[src/rtl/mp_exec_sequencer.sv]
// mp_exec_sequencer
// Instruction sequencer for the bus-attached mini processor. A start pulse
// walks instruction entries 0..NUM_INST-1 through FETCH/EXEC/(MUL_WAIT)/WB,
// steering the data RF ports and the multiplier handshake, then raises
// done_irq until it is acknowledged with irq_clear.
// Optional build macro: MP_SEQ_MUL_TIMEOUT_EN adds a MUL_WAIT watchdog that
// aborts the program after MUL_TIMEOUT cycles and sets the sticky err flag.
// All control outputs are registered: they are decoded from the next state
// so they line up with the state they belong to.
module mp_exec_sequencer #(
  parameter int NUM_INST    = 10,
  parameter int MUL_TIMEOUT = 64
) (
  input  logic        Clk,
  input  logic        Reset_n,
  input  logic        start,
  input  logic        irq_clear,
  input  logic [15:0] inst_data,
  input  logic        mul_done,
  output logic [3:0]  inst_addr,
  output logic [3:0]  ra_addr,
  output logic [3:0]  rb_addr,
  output logic [3:0]  rd_addr,
  output logic        wb_en,
  output logic        wb_sel,
  output logic [3:0]  alu_op,
  output logic        mul_start,
  output logic        mul_clear,
  output logic        busy,
  output logic        done_irq,
  output logic        err,
  output logic [3:0]  pc,
  output logic [2:0]  state
);

  typedef enum logic [2:0] {
    S_IDLE     = 3'd0,
    S_FETCH    = 3'd1,
    S_EXEC     = 3'd2,
    S_MUL_WAIT = 3'd3,
    S_WB       = 3'd4,
    S_DONE     = 3'd5
  } state_t;

  localparam logic [3:0] LAST_PC = 4'(NUM_INST - 1);
  localparam logic [3:0] OP_MUL  = 4'b1000;

  // Reject configurations the 4-bit program counter cannot address.
  if ((NUM_INST < 1) || (NUM_INST > 16)) begin : g_num_inst_check
    $error("mp_exec_sequencer: NUM_INST must be 1..16");
  end
  if (MUL_TIMEOUT < 1) begin : g_mul_timeout_check
    $error("mp_exec_sequencer: MUL_TIMEOUT must be at least 1");
  end

  // Opcode 1000 is the multiplier; everything above it is a NOP.
  function automatic logic is_mul(input logic [3:0] op);
    return (op == OP_MUL);
  endfunction

  // ALU ops 0000-0111 and MUL write back; NOPs 1001-1111 do not.
  function automatic logic writes_back(input logic [3:0] op);
    return (op <= OP_MUL);
  endfunction

  state_t      state_r, state_s;
  logic [3:0]  pc_r, pc_s;
  logic [15:0] ir_r, ir_s;

  logic [3:0]  ra_addr_r, ra_addr_s;
  logic [3:0]  rb_addr_r, rb_addr_s;
  logic [3:0]  rd_addr_r, rd_addr_s;
  logic [3:0]  alu_op_r, alu_op_s;
  logic        wb_en_r, wb_en_s;
  logic        wb_sel_r, wb_sel_s;
  logic        mul_start_r, mul_start_s;
  logic        mul_clear_r, mul_clear_s;
  logic        busy_r, busy_s;
  logic        done_irq_r, done_irq_s;

`ifdef MP_SEQ_MUL_TIMEOUT_EN
  localparam int TW = $clog2(MUL_TIMEOUT + 1);
  localparam logic [TW-1:0] TMO_LAST = TW'(MUL_TIMEOUT - 1);
  logic [TW-1:0] tmo_cnt_r, tmo_cnt_s;
  logic          err_r, err_s;
  logic          tmo_hit_s;
`endif

  // Next-state, program counter and instruction register logic.
  always_comb begin
    state_s = state_r;
    pc_s    = pc_r;
    ir_s    = ir_r;
`ifdef MP_SEQ_MUL_TIMEOUT_EN
    tmo_cnt_s = tmo_cnt_r;
    err_s     = err_r;
    tmo_hit_s = 1'b0;
`endif
    case (state_r)
      S_IDLE: begin
        if (start) begin
          state_s = S_FETCH;
          pc_s    = 4'd0;
        end else begin
          state_s = S_IDLE;
        end
      end
      S_FETCH: begin
        ir_s    = inst_data;
        state_s = S_EXEC;
      end
      S_EXEC: begin
        if (is_mul(ir_r[15:12])) begin
          state_s = S_MUL_WAIT;
`ifdef MP_SEQ_MUL_TIMEOUT_EN
          tmo_cnt_s = {TW{1'b0}};
`endif
        end else begin
          state_s = S_WB;
        end
      end
      S_MUL_WAIT: begin
        if (mul_done) begin
          state_s = S_WB;
`ifdef MP_SEQ_MUL_TIMEOUT_EN
        end else if (tmo_cnt_r == TMO_LAST) begin
          // Multiplier never answered: abandon the program.
          state_s   = S_DONE;
          err_s     = 1'b1;
          tmo_hit_s = 1'b1;
        end else begin
          tmo_cnt_s = tmo_cnt_r + TW'(1);
`else
        end else begin
          state_s = S_MUL_WAIT;
`endif
        end
      end
      S_WB: begin
        if (pc_r == LAST_PC) begin
          state_s = S_DONE;
        end else begin
          pc_s    = pc_r + 4'd1;
          state_s = S_FETCH;
        end
      end
      S_DONE: begin
        if (irq_clear) begin
          state_s = S_IDLE;
          pc_s    = 4'd0;
`ifdef MP_SEQ_MUL_TIMEOUT_EN
          err_s   = 1'b0;
`endif
        end else begin
          state_s = S_DONE;
        end
      end
      default: begin
        state_s = S_IDLE;
        pc_s    = 4'd0;
      end
    endcase
  end

  // Decode the control outputs for the state being entered.
  always_comb begin
    ra_addr_s   = 4'd0;
    rb_addr_s   = 4'd0;
    rd_addr_s   = 4'd0;
    alu_op_s    = 4'd0;
    wb_en_s     = 1'b0;
    wb_sel_s    = 1'b0;
    mul_start_s = 1'b0;
    mul_clear_s = 1'b0;
    done_irq_s  = 1'b0;
    busy_s      = (state_s != S_IDLE) && (state_s != S_DONE);
    case (state_s)
      S_EXEC: begin
        ra_addr_s   = ir_s[7:4];
        rb_addr_s   = ir_s[3:0];
        rd_addr_s   = ir_s[11:8];
        alu_op_s    = ir_s[15:12];
        mul_clear_s = is_mul(ir_s[15:12]);
      end
      S_MUL_WAIT: begin
        ra_addr_s   = ir_s[7:4];
        rb_addr_s   = ir_s[3:0];
        rd_addr_s   = ir_s[11:8];
        alu_op_s    = ir_s[15:12];
        mul_start_s = 1'b1;
      end
      S_WB: begin
        // Operands stay on the read ports so the ALU result is valid here.
        ra_addr_s = ir_s[7:4];
        rb_addr_s = ir_s[3:0];
        rd_addr_s = ir_s[11:8];
        alu_op_s  = ir_s[15:12];
        wb_en_s   = writes_back(ir_s[15:12]);
        wb_sel_s  = is_mul(ir_s[15:12]);
      end
      S_DONE: begin
        done_irq_s = 1'b1;
`ifdef MP_SEQ_MUL_TIMEOUT_EN
        mul_clear_s = tmo_hit_s;
`endif
      end
      default: begin
        busy_s = (state_s != S_IDLE) && (state_s != S_DONE);
      end
    endcase
  end

  // State, program counter, instruction and output registers.
  always_ff @(posedge Clk or negedge Reset_n) begin
    if (!Reset_n) begin
      state_r     <= S_IDLE;
      pc_r        <= 4'd0;
      ir_r        <= 16'd0;
      ra_addr_r   <= 4'd0;
      rb_addr_r   <= 4'd0;
      rd_addr_r   <= 4'd0;
      alu_op_r    <= 4'd0;
      wb_en_r     <= 1'b0;
      wb_sel_r    <= 1'b0;
      mul_start_r <= 1'b0;
      mul_clear_r <= 1'b0;
      busy_r      <= 1'b0;
      done_irq_r  <= 1'b0;
    end else begin
      state_r     <= state_s;
      pc_r        <= pc_s;
      ir_r        <= ir_s;
      ra_addr_r   <= ra_addr_s;
      rb_addr_r   <= rb_addr_s;
      rd_addr_r   <= rd_addr_s;
      alu_op_r    <= alu_op_s;
      wb_en_r     <= wb_en_s;
      wb_sel_r    <= wb_sel_s;
      mul_start_r <= mul_start_s;
      mul_clear_r <= mul_clear_s;
      busy_r      <= busy_s;
      done_irq_r  <= done_irq_s;
    end
  end

`ifdef MP_SEQ_MUL_TIMEOUT_EN
  // Watchdog counter and sticky timeout flag.
  always_ff @(posedge Clk or negedge Reset_n) begin
    if (!Reset_n) begin
      tmo_cnt_r <= {TW{1'b0}};
      err_r     <= 1'b0;
    end else begin
      tmo_cnt_r <= tmo_cnt_s;
      err_r     <= err_s;
    end
  end
  assign err = err_r;
`else
  assign err = 1'b0;
`endif

  assign inst_addr = pc_r;
  assign pc        = pc_r;
  assign state     = state_r;
  assign ra_addr   = ra_addr_r;
  assign rb_addr   = rb_addr_r;
  assign rd_addr   = rd_addr_r;
  assign alu_op    = alu_op_r;
  assign wb_en     = wb_en_r;
  assign wb_sel    = wb_sel_r;
  assign mul_start = mul_start_r;
  assign mul_clear = mul_clear_r;
  assign busy      = busy_r;
  assign done_irq  = done_irq_r;

endmodule

[config.mk]
export PLATFORM = sky130hd
export DESIGN_NAME = mp_exec_sequencer
export DESIGN_NICKNAME = d
export VERILOG_FILES = /design/src/rtl/mp_exec_sequencer.sv
export SDC_FILE = /design/constraint.sdc
export NUM_CORES = 1
export LEC_CHECK = 0
export ABC_AREA = 1
export CAP_MARGIN = 20
export CORE_MARGIN = 4
export CORE_UTILIZATION = 50
export CTS_CLUSTER_SIZE = 10
export DETAILED_ROUTE_END_ITERATION = 10
export DONT_BUFFER_PORTS = 1
export GPL_TIMING_DRIVEN = 1
export PLACE_DENSITY = 0.68
export SLEW_MARGIN = 5
export SYNTH_ARGS = -nofsm -noshare
export SYNTH_HDL_FRONTEND = slang
export SYNTH_SLANG_ARGS = --single-unit
[constraint.sdc]
create_clock -name Clk -period 1.3 [get_ports Clk]
set_input_delay 0.325 -clock Clk [delete_from_list [all_inputs] [get_ports Clk]]
set_output_delay 0.325 -clock Clk [all_outputs]
set_load 0.005 [all_outputs]
==> results.py, run 1 <==
# Generated from Yosys and OpenROAD reports
metrics = {
    "outcome": {
        "status": "finished, violations left",
        "violations": "hold timing",
    },
    "routing": {
        "route.detailed.drc": 0,
        "vias": 1407,
        "dr.pass1.iters": 4,
        "vias_per_cell": 4.85,
        "first_iter_violations": 51,
    },
    "setup_path": {
        "crit_top_cell": "nand2_2",
        "arrival_ns": 1.47,
        "rr_startpoint": "state[1]$_DFF_PN0_",
        "critical-path-top-delay-family": "simple AND/OR/NAND/NOR gates",
        "crit_path_top_delay_cell": "dfrtp_2",
        "start_kind": "flip-flop",
        "r2r_slack_ns": 0.02,
        "path_cells": "inv_2, nand2_2, nor2_4, nand2_2, nand2_2, nor2_2, nand3_2, nand2_2",
    },
    "floorplanning": {
        "initCoreUtil_pct": 53.1,
        "core_um2": 3740,
        "ios": 55,
        "die.size.x_um": 71.0,
        "die-area_um2": 5050,
        "rows": 22,
    },
    "sta": {
        "finalCritPeriodShare_pct": 98.6,
        "hold_violations": 45,
        "setup_violations": 0,
        "fmax_mhz": 780,
        "hold_ws_ns": -0.287,
        "fin_crit_ns": 1.28,
        "setup_ws_ns": 0.0182,
    },
    "run": {
        "cap_violations": 0,
        "openroad.warnings": 30,
    },
    "synth": {
        "xor_share_pct": 0.882,
        "yosysUniqueCellTypes": 27,
        "synth.area.top_cells": "dfrtp_1 (57%), inv_1 (9.4%), nand2_1 (8.1%)",
        "synthTopLogicFamily": "simple AND/OR/NAND/NOR gates",
        "syn_avg_cell_area_um2": 9.11,
        "ff_type": "dfrtp_1",
        "synth-seq-cells": 45,
        "synth-warning-count": 0,
        "synth-compound-area-share_pct": 10.3,
        "edf_count": 0,
    },
    "finish": {
        "nets": 264,
        "logic_area_um2": 693,
        "seq_area_um2": 1130,
        "syn2layout_area_growth_pct": 18.6,
        "num_antenna_cells": 0,
    },
    "grt": {
        "grt_pass1_vias": 1377,
        "grt_start_max_net_pins": 46,
        "grt_usage_pct": 15.3,
        "globalRouteOverflowTotal": 0,
    },
    "clocking": {
        "worstSkewPairLatency_ns": 0.29,
        "cts_root_buf": "clkbuf_8",
        "cts_tree": "yes",
    },
    "placed_design": {
        "hpwl_um": 2500,
        "port_buffers": 0,
        "dp_slack_ns": -0.0170,
        "place.gp.congestion": 0.808,
    },
    "power_and_ir_drop": {
        "p_int_mw": 3.37,
        "clkPwrFrac_pct": 15.5,
        "switching_power_mw": 2.14,
    },
}
==> run 1: layout by cell type (no fill, tap or decap), types with 2 or more instances in the layout <==
cell type	count
nor2_4	2
dfrtp_2	2
inv_2	3
inv_1	49
nand3_1	5
clkbuf_8	5
a211oi_2	5
a21oi_1	15
o21ai_1	2
dfrtp_1	43
clkinvlp_4	2
nor2_2	6
a211oi_1	7
nand3_4	3
nand2_2	14
nand2_1	32
o21ai_2	2
buf_4	24
nor2_1	9
==> run 1: what timing repair did <==
action,4_1_cts,5_1_grt
setup endpoints to repair,10,15
setup buffers,0,5
hold endpoints to repair,45,45
resized,6,26
pin swaps,0,10
==> run 1: area by class of cell <==
type / instances / share of cell area (%)
clock inverters: 2 / 0.637
clock buffers: 6 / 3.08
multi-input cells: 112 / 29.4
inverters: 52 / 8.28
flip-flops and latches: 45 / 47.9
repair buffers: 25 / 8.13
well taps: 48 / 2.55
==> run 1: worst max path at each step <==
stage	cells after the start	to	startpoint
floorplan	7	inst_addr[2]$_DFFE_PN0P_	state[0]$_DFF_PN0_
global placement	7	mul_clear$_DFF_PN0_	state[1]$_DFF_PN0_
detailed placement	8	busy$_DFF_PN0_	state[0]$_DFF_PN0_
CTS	8	busy$_DFF_PN0_	state[2]$_DFF_PN0_
global route	8	wb_sel$_DFF_PN0_	state[1]$_DFF_PN0_
finish	8	wb_en$_DFF_PN0_	state[1]$_DFF_PN0_
==> run 1: cells by family after synthesis <==
logic type,after synthesis
adder cells (fa/ha/maj),2
XOR/XNOR,2
flip-flops,45
AND-OR/OR-AND,32
AND/OR/NAND/NOR,75
buffers and inverters,61
other,1
==> run 1: layer usage <==
layer	vias to the layer above	track usage, %	routed length, µm
li1	702	-	-
met4	0	6.26	91
met2	35	27.3	1920
met3	9	5.11	160
met1	661	16.6	1530
met5	-	0	0
==> run 1: power groups by stage <==
stage | Clock [mW] | Combinational (mW) | Sequential [mW]
after detailed placement | 0 | 2.09 | 2.27
final | 0.852 | 2.40 | 2.26
after CTS | 0.881 | 2.12 | 2.26
after global routing | 0.939 | 2.69 | 2.32
after floorplan | 0 | 1.51 | 2.24
after global placement | 0 | 2.06 | 2.26
==> run 1: state kept, by name, summed over array words and instances (netlist names), 3 cells and up <==
register,flops
ir_r,16
alu_op,4
inst_addr,4
ra_addr,4
rb_addr,4
rd_addr,4
state,3
==> run 1: metrics by stage <==
stage	instance area (µm²)	hold slack [ns]	cells
after global routing	2360	-0.309	290
after CTS	2230	-0.297	285
after detailed placement	2130	0.0305	277
final	2360	-0.287	290
after global placement	2130	0.0305	277
after floorplan	1990	0.0294	218
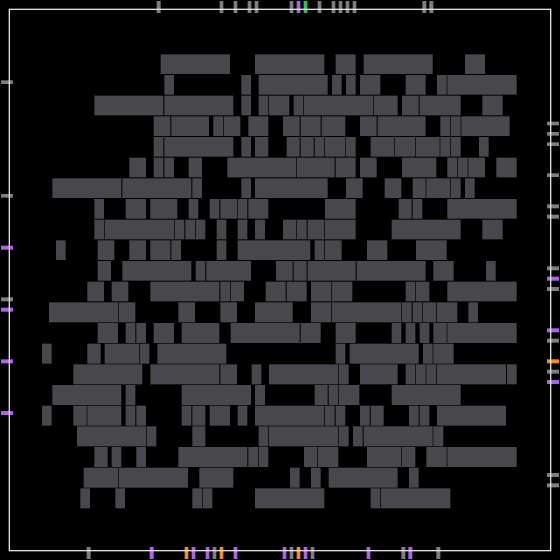
Run 1: pin placement
Pins as bars across the die edge, other pins in gray.
[purple] `inst_data` | pins: 16 | direction: input | edge: 8 south, 4 west, 3 east, 1 north
[green] `busy` | pins: 1 | direction: output | edge: north
[orange] `ra_addr` | pins: 4 | direction: output | edge: 3 south, 1 east
all pins by edge: 17 south, 16 east, 15 north, 7 west

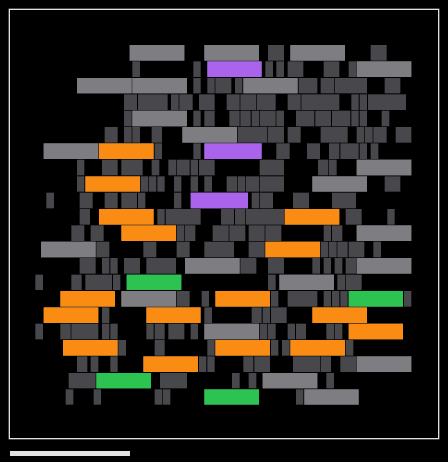
Run 1: where the registers sit
Scale bar: 20 µm. Other sequential cells in the stronger gray, the rest of the logic in the fainter gray.
[purple] `state` | flops: 3
[green] `ra_addr` | flops: 4
[orange] `ir_r` | flops: 16

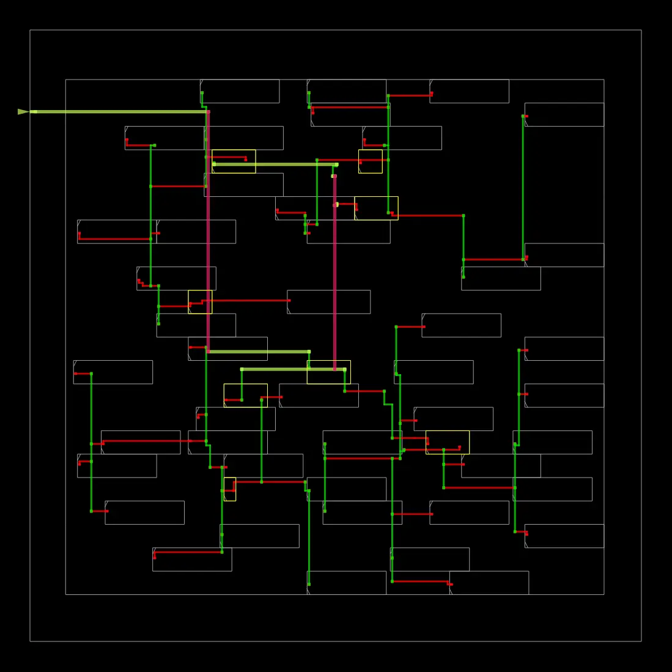
Run 1: the clock network
Sink Count: 45
Setup Skew: 0.00623 ns
clk_buf instances: 6

## Run 2: what changed since run 1
--- a/config.mk
+++ b/config.mk
@@ -6,7 +6,7 @@
 export NUM_CORES = 1
 export LEC_CHECK = 0
 export ABC_AREA = 1
-export CAP_MARGIN = 20
+export CAP_MARGIN = 30
 export CORE_MARGIN = 4
 export CORE_UTILIZATION = 50
 export CTS_CLUSTER_SIZE = 10
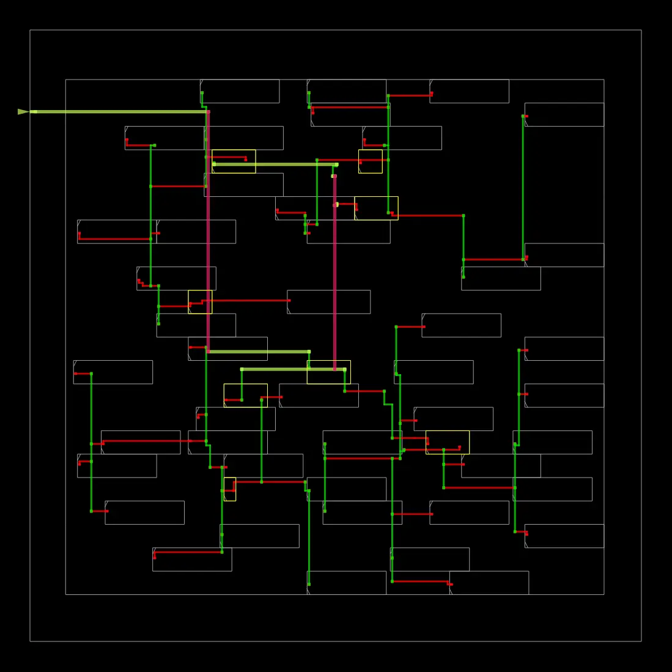
Run 2: the clock network
flop count: 45
Late-Pin Clk Latency: 0.29 ns

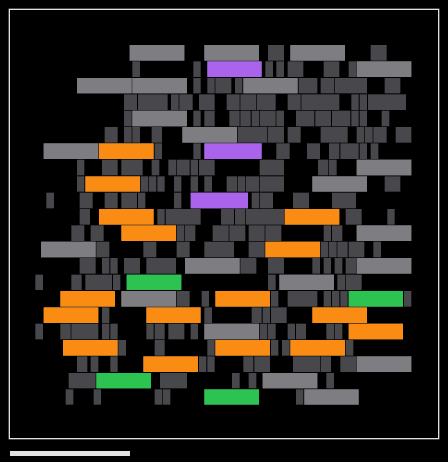
Run 2: where the registers sit
Scale bar: 20 µm. Other sequential cells in the stronger gray, the rest of the logic in the fainter gray.
[purple] `state` | flops: 3
[green] `ra_addr` | flops: 4
[orange] `ir_r` | flops: 16

==> run 2 against run 1 <==
The flow still finishes with violations (hold timing). Die area unchanged. Fmax unchanged. Via count unchanged. Hold slack unchanged. Power unchanged. Critical path depth unchanged. First-iteration DRC count unchanged. Register-to-register slack about the same. Largest cell class unchanged.
==> results.py, run 2 <==
# Generated from Yosys and OpenROAD reports
metrics = {
    "routing": {
        "dr.pass1.iters": 4,
        "route.detailed.drc": 0,
        "routed_wirelength_um": 3710,
        "ant_nets": 0,
        "vias": 1407,
        "vias_per_cell": 4.85,
        "first_iter_violations": 51,
    },
    "synth": {
        "syn_avg_cell_area_um2": 9.11,
        "synthArstFlopShare_pct": 100,
        "syn_nets": 241,
        "top_cell": "inv_1",
        "synthCells": 218,
        "top_area_share_pct": 56.7,
        "synthMuxAreaShare_pct": 0,
        "xor_share_pct": 0.882,
        "ff_type": "dfrtp_1",
        "synthTopLogicFamily": "simple AND/OR/NAND/NOR gates",
        "synth-seq-cells": 45,
        "yosys-stat-cells": 218,
        "synth-warning-count": 0,
        "yosysUniqueCellTypes": 27,
        "ys_area_um2": 1990,
        "edf_count": 0,
        "yosys.area_share.simple_pct": 17.4,
        "ys_seq_share_pct": 56.7,
        "synth.area.top_cells": "dfrtp_1 (57%), inv_1 (9.4%), nand2_1 (8.1%)",
        "synth_area_leader_cell": "dfrtp_1",
        "synth-compound-area-share_pct": 10.3,
    },
    "placed_design": {
        "dp_cells": 277,
        "hpwl_um": 2500,
        "place_area_um2": 2130,
        "place.gp.congestion": 0.808,
        "port_buffers": 0,
    },
    "floorplanning": {
        "die.size.x_um": 71.0,
        "ios": 55,
        "initCoreUtil_pct": 53.1,
        "rows": 22,
        "core_um2": 3740,
        "die-area_um2": 5050,
        "fp.dieH_um": 71.0,
    },
    "min_path": {
        "min-delay-path-class": "input pin to asynchronous set/reset pin",
    },
    "setup_path": {
        "r2r_end": "wb_en$_DFF_PN0_",
        "crit_required_ns": 1.49,
        "ff2ff_path_depth": 8,
        "arrival_ns": 1.47,
        "start_kind": "flip-flop",
        "rr_startpoint": "state[1]$_DFF_PN0_",
        "worstPathMaxFanout": 6,
        "r2r_slack_ns": 0.02,
    },
    "sta": {
        "setup_violations": 0,
        "hold_violations": 45,
        "finalCritPeriodShare_pct": 98.6,
        "hold_ws_ns": -0.287,
        "slew_viol_final": 0,
        "finalClockSkew_ns": 0.00623,
        "fmax_mhz": 780,
        "fin_crit_ns": 1.28,
    },
    "finish": {
        "drive_gt1_share_pct": 30.6,
        "finalInstanceArea_um2": 2360,
        "layout.cells.most_common": "inv_1",
        "num_antenna_cells": 0,
        "final_cell_mix": "inv_1 (49), dfrtp_1 (43), nand2_1 (32)",
        "stdcell_count": 290,
        "largest_reg_flops": 16,
        "regMostFlops": "ir_r",
        "syn2layout_area_growth_pct": 18.6,
        "seq_area_um2": 1130,
        "nets": 264,
        "logic_area_um2": 693,
        "fin_util_pct": 62.9,
        "n_fill_cell": 328,
    },
    "run": {
        "openroad.warnings": 30,
        "cap_violations": 0,
    },
    "grt": {
        "antenna_found_initial": 0,
        "grt_pass1_wl_um": 6060,
        "grt_pass1_vias": 1377,
        "grt_start_max_net_pins": 46,
        "globalRouteOverflowTotal": 0,
        "grt_usage_pct": 15.3,
    },
    "clocking": {
        "cts_made_buffers": 5,
        "cts_root_buf": "clkbuf_8",
        "cts_max_path_buffers": 2,
        "cts_tree": "yes",
        "cts.sinks": 45,
    },
    "outcome": {
        "status": "finished, violations left",
        "violations": "hold timing",
    },
    "power_and_ir_drop": {
        "max-vdd-ir-drop_mv": 1.28,
    },
}
==> run 2: cell counts after synthesis <==
No cell type changed its count.
==> run 2: cell type report <==
cell class / count / area share (%)
clock buffer: 6 / 3.08
inverter: 52 / 8.28
sequential: 45 / 47.9
tap: 48 / 2.55
timing repair buffer: 25 / 8.13
multi-input combinational: 112 / 29.4
clock inverter: 2 / 0.637
==> run 2: timing repair <==
| item | in CTS | in global routing |
|---|---|---|
| hold endpoints to repair | 45 | 45 |
| setup endpoints to repair | 10 | 15 |
| gates resized | 6 | 26 |
| pin swaps | 0 | 10 |
| setup buffers | 0 | 5 |
==> run 2: where the power goes <==
group	internal, mW	leakage, nW	switching, mW
Sequential	1.97	0.556	0.293
Combinational	1.02	0.700	1.38
Clock	0.379	0.0374	0.474
Total	3.37	1.29	2.14
==> run 2: cells by family after synthesis <==
logic type / count (synthesis)
AOI/OAI and AO/OA: 32
xor gates and xnor gates: 2
adders and majority gates: 2
buffers and inverters: 61
DFF: 45
other: 1
and+or+nand+nor: 75
==> run 2: stage by stage <==
stage,setup WS [ns],power [mW]
5_1_grt,-0.0786,5.94
3_3_place_gp,-0.0151,4.33
3_5_place_dp,-0.0170,4.36
2_1_floorplan,0.00578,3.76
4_1_cts,0.00383,5.26
6_report,0.0182,5.51
==> run 2: metal layers <==
layer	up-vias	global-route usage [%]	share of wire, %
li1	702	-	-
met1	661	16.6	41
met2	35	27.3	52
met3	9	5.11	4.3
met4	0	6.26	2.5
met5	-	0	0
==> run 2: worst max path at each step <==
| stage | startpoint | to | slack [ns] | depth (start not counted) |
|---|---|---|---|---|
| after floorplan | state[0]$_DFF_PN0_ | inst_addr[2]$_DFFE_PN0P_ | 0.006 | 7 |
| after global placement | state[1]$_DFF_PN0_ | mul_clear$_DFF_PN0_ | -0.02 | 7 |
| after detailed placement | state[0]$_DFF_PN0_ | busy$_DFF_PN0_ | -0.02 | 8 |
| after CTS | state[2]$_DFF_PN0_ | busy$_DFF_PN0_ | 0.004 | 8 |
| after global routing | state[1]$_DFF_PN0_ | wb_sel$_DFF_PN0_ | -0.08 | 8 |
| final | state[1]$_DFF_PN0_ | wb_en$_DFF_PN0_ | 0.02 | 8 |
==> run 2: worst max-delay path, cell delays in order, from the launching register on <==
cell,delay (ns)
dfrtp_2,0.47
inv_2,0.10
nand2_2,0.06
nor2_4,0.20
nand2_2,0.09
nand2_2,0.08
nor2_2,0.05
nand3_2,0.08
nand2_2,0.04
## Run 3: what changed since run 2
--- a/config.mk
+++ b/config.mk
@@ -14,6 +14,7 @@
 export DONT_BUFFER_PORTS = 1
 export GPL_TIMING_DRIVEN = 1
 export PLACE_DENSITY = 0.68
+export SKIP_CTS_REPAIR_TIMING = 1
 export SLEW_MARGIN = 5
 export SYNTH_ARGS = -nofsm -noshare
 export SYNTH_HDL_FRONTEND = slang
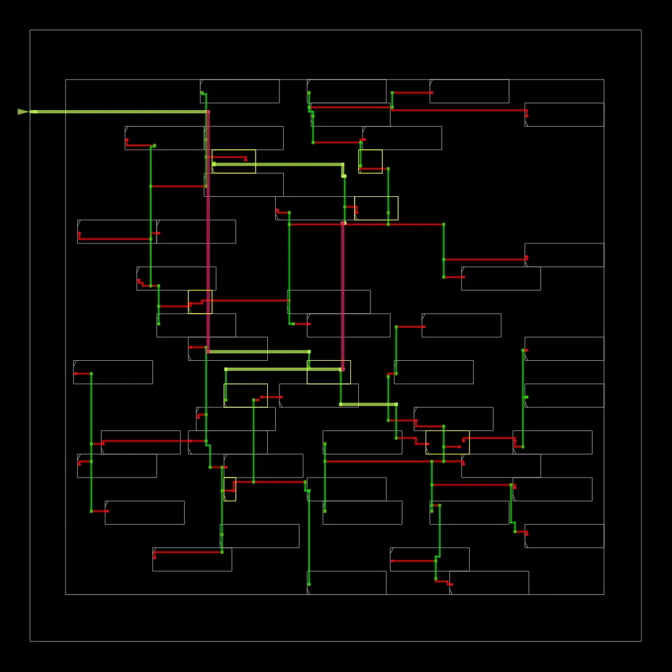
Run 3: the clock network
Setup Skew: 0.00886 ns
Late-Pin Clk Latency: 0.30 ns

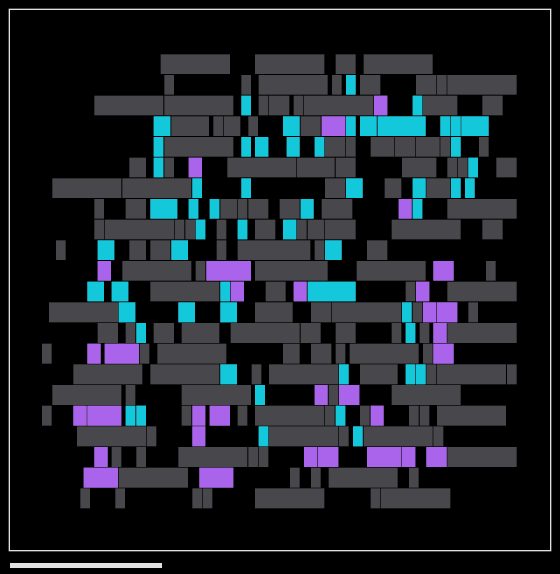
Run 3: selected gate families
Scale bar: 20 µm.
[cyan] nand cells | cells: 56 | most used: nand2_1
[purple] aoi and oai cells | cells: 32 | most used: a21oi_1

==> run 3 against run 2 <==
The run still ends with hold timing left. Clock power increased by 1%. Flip-flop count is the same. Sequential power about the same. Utilization shrank 1.0 points. Fmax fell by 0.20%. Worst setup slack got worse by 0.0026 ns. Sequential share of layout area increased by 0.78 points. Critical path depth is the same. Clock skew is 0.0026 ns higher. Cell area fell by 1.6%. Non-clock buffer count shrank 2. Synthesized area is the same. Highest routed layer unchanged.
==> results.py, run 3 <==
# Generated from Yosys and OpenROAD reports
metrics = {
    "routing": {
        "dr.pass1.iters": 4,
        "routed_wirelength_um": 3650,
        "vias": 1380,
        "route.detailed.drc": 0,
        "first_iter_violations": 72,
        "vias_per_cell": 4.79,
        "ant_nets": 0,
    },
    "placed_design": {
        "port_buffers": 0,
        "place.gp.congestion": 0.808,
        "place_area_um2": 2130,
        "hpwl_um": 2500,
    },
    "synth": {
        "yosys-stat-cells": 218,
        "synthTopLogicFamily": "simple AND/OR/NAND/NOR gates",
        "yosys.area_share.simple_pct": 17.4,
        "synth-warning-count": 0,
        "synthArstFlopShare_pct": 100,
        "top_area_share_pct": 56.7,
        "syn_avg_cell_area_um2": 9.11,
        "synth-seq-cells": 45,
        "ys_seq_share_pct": 56.7,
        "yosysUniqueCellTypes": 27,
        "synthCells": 218,
        "synthMuxAreaShare_pct": 0,
        "synth-compound-area-share_pct": 10.3,
        "edf_count": 0,
        "ys_area_um2": 1990,
        "xor_share_pct": 0.882,
        "ff_type": "dfrtp_1",
        "synth_area_leader_cell": "dfrtp_1",
        "synth.area.top_cells": "dfrtp_1 (57%), inv_1 (9.4%), nand2_1 (8.1%)",
        "top_cell": "inv_1",
        "yosys-top-cells-count": "inv_1 (50), dfrtp_1 (45), nand2_1 (43)",
        "syn_nets": 241,
        "synthAdderAreaFrac_pct": 1.26,
    },
    "run": {
        "cap_violations": 0,
        "openroad.warnings": 29,
    },
    "setup_path": {
        "worstPathMaxFanout": 6,
        "crit_required_ns": 1.49,
        "arrival_ns": 1.47,
        "critical-path-top-delay-family": "simple AND/OR/NAND/NOR gates",
        "crit_path_top_delay_cell": "dfrtp_2",
        "slowest_delay_ns": 0.47,
        "cp_num_buf_inv": 1,
        "path_cells": "inv_2, nand2_2, nor2_4, nand2_2, nand2_2, nor2_2, nand3_2, nand2_2",
        "crit_top_cell": "nand2_2",
        "start_kind": "flip-flop",
    },
    "grt": {
        "grt_usage_pct": 15.2,
        "globalRouteOverflowTotal": 0,
        "grt_start_max_net_pins": 46,
        "antenna_found_initial": 0,
        "grt_pass1_wl_um": 5990,
        "grt_pass1_vias": 1362,
    },
    "outcome": {
        "violations": "hold timing",
        "status": "finished, violations left",
    },
    "finish": {
        "final_cell_mix": "inv_1 (49), dfrtp_1 (43), nand2_1 (34)",
        "fin_util_pct": 61.9,
        "drive_gt1_share_pct": 28.3,
        "regMostFlops": "ir_r",
        "layout.cells.most_common": "inv_1",
        "num_antenna_cells": 0,
        "largest_reg_flops": 16,
        "syn2layout_area_growth_pct": 16.7,
        "finalInstanceArea_um2": 2320,
        "nets": 262,
    },
    "sta": {
        "hold_violations": 45,
        "slew_viol_final": 0,
        "finalCritPeriodShare_pct": 98.8,
        "fmax_mhz": 779,
        "fin_crit_ns": 1.28,
        "hold_ws_ns": -0.288,
        "setup_violations": 0,
    },
    "floorplanning": {
        "die.size.x_um": 71.0,
        "ios": 55,
        "rows": 22,
        "fp.dieH_um": 71.0,
        "core_um2": 3740,
        "die-area_um2": 5050,
        "initCoreUtil_pct": 53.1,
    },
    "power_and_ir_drop": {
        "max-vdd-ir-drop_mv": 1.27,
        "power.density_nw_per_um2": 2360,
    },
    "clocking": {
        "cts_root_buf": "clkbuf_8",
        "htree_levels": 2,
        "cts.sinks": 45,
        "cts_max_path_buffers": 2,
        "cts_made_buffers": 5,
        "cts_tree": "yes",
        "clk_pin_slew_ns": 0.09,
    },
    "min_path": {
        "min-delay-path-class": "input pin to asynchronous set/reset pin",
    },
}
-- run 3: cell count changes in the layout (fill, tap and decap cells not counted) --
cell     change
buf_4        -1
buf_6        -1
ha_1         +1
ha_2         -1
nand2_1      +2
nand2_2      -2
nand3_2      +1
nand3_4      -1
o21ai_0      +1
o21ai_2      -1
-- run 3: area by class of cell --
type / instances / area, µm²
clock buffers: 6 / 72.6
fillers: 330 / 1430
repair buffers: 23 / 173
clock inverters: 2 / 15.0
multi-input cells: 112 / 674
inverters: 52 / 195
well taps: 48 / 60.1
flip-flops and latches: 45 / 1130
-- run 3: per-stage QoR --
| stage | std cells | worst slack, ns | setup TNS, ns | power, mW |
|---|---|---|---|---|
| after floorplan | 218 | 0.00578 | 0 | 3.76 |
| after global placement | 277 | -0.0151 | -0.0216 | 4.33 |
| after detailed placement | 277 | -0.0170 | -0.0649 | 4.36 |
| after CTS | 285 | -0.0607 | -0.220 | 5.23 |
| after global routing | 288 | -0.0774 | -1.17 | 5.89 |
| final | 288 | 0.0156 | 0 | 5.46 |
-- run 3: routing by layer --
| metal | part of all wire [%] | up-vias | routed length [µm] | track usage [%] |
|---|---|---|---|---|
| met5 | 0 | - | 0 | 0 |
| met4 | 1.2 | 0 | 44 | 6.26 |
| met3 | 5.6 | 4 | 203 | 5.11 |
| met2 | 52 | 36 | 1890 | 27.0 |
| met1 | 42 | 643 | 1520 | 16.4 |
| li1 | - | 697 | - | - |
-- run 3: cells by family after synthesis --
kind of cell	count (synthesis)
flops	45
xor+xnor	2
other cells	1
compound gates	32
simple gates	75
fa+ha+maj	2
buf+inv	61
-- run 3: path summary, 6_finish.rpt --
kind | start | end | slack, ns | depth (start not counted)
setup / recovery | state[1]$_DFF_PN0_ | wb_en$_DFF_PN0_ | 0.02 | 8
min in group Clk | inst_data[0] | ir_r[0]$_DFF_PN0_ | 0.16 | 2
hold / removal | Reset_n | rd_addr[2]$_DFF_PN0_ | -0.29 | 0
max in group asynchronous | Reset_n | state[1]$_DFF_PN0_ | 1.48 | 0
setup reg to reg | state[1]$_DFF_PN0_ | wb_en$_DFF_PN0_ | 0.02 | 8
hold reg to reg | ir_r[13]$_DFF_PN0_ | ir_r[13]$_DFF_PN0_ | 0.54 | 2
-- run 3: power breakdown --
part	switching, mW	internal (mW)
clock	0.482	0.379
sequential	0.291	1.97
combinational	1.35	0.994
Power and IR drop assume default switching activity.
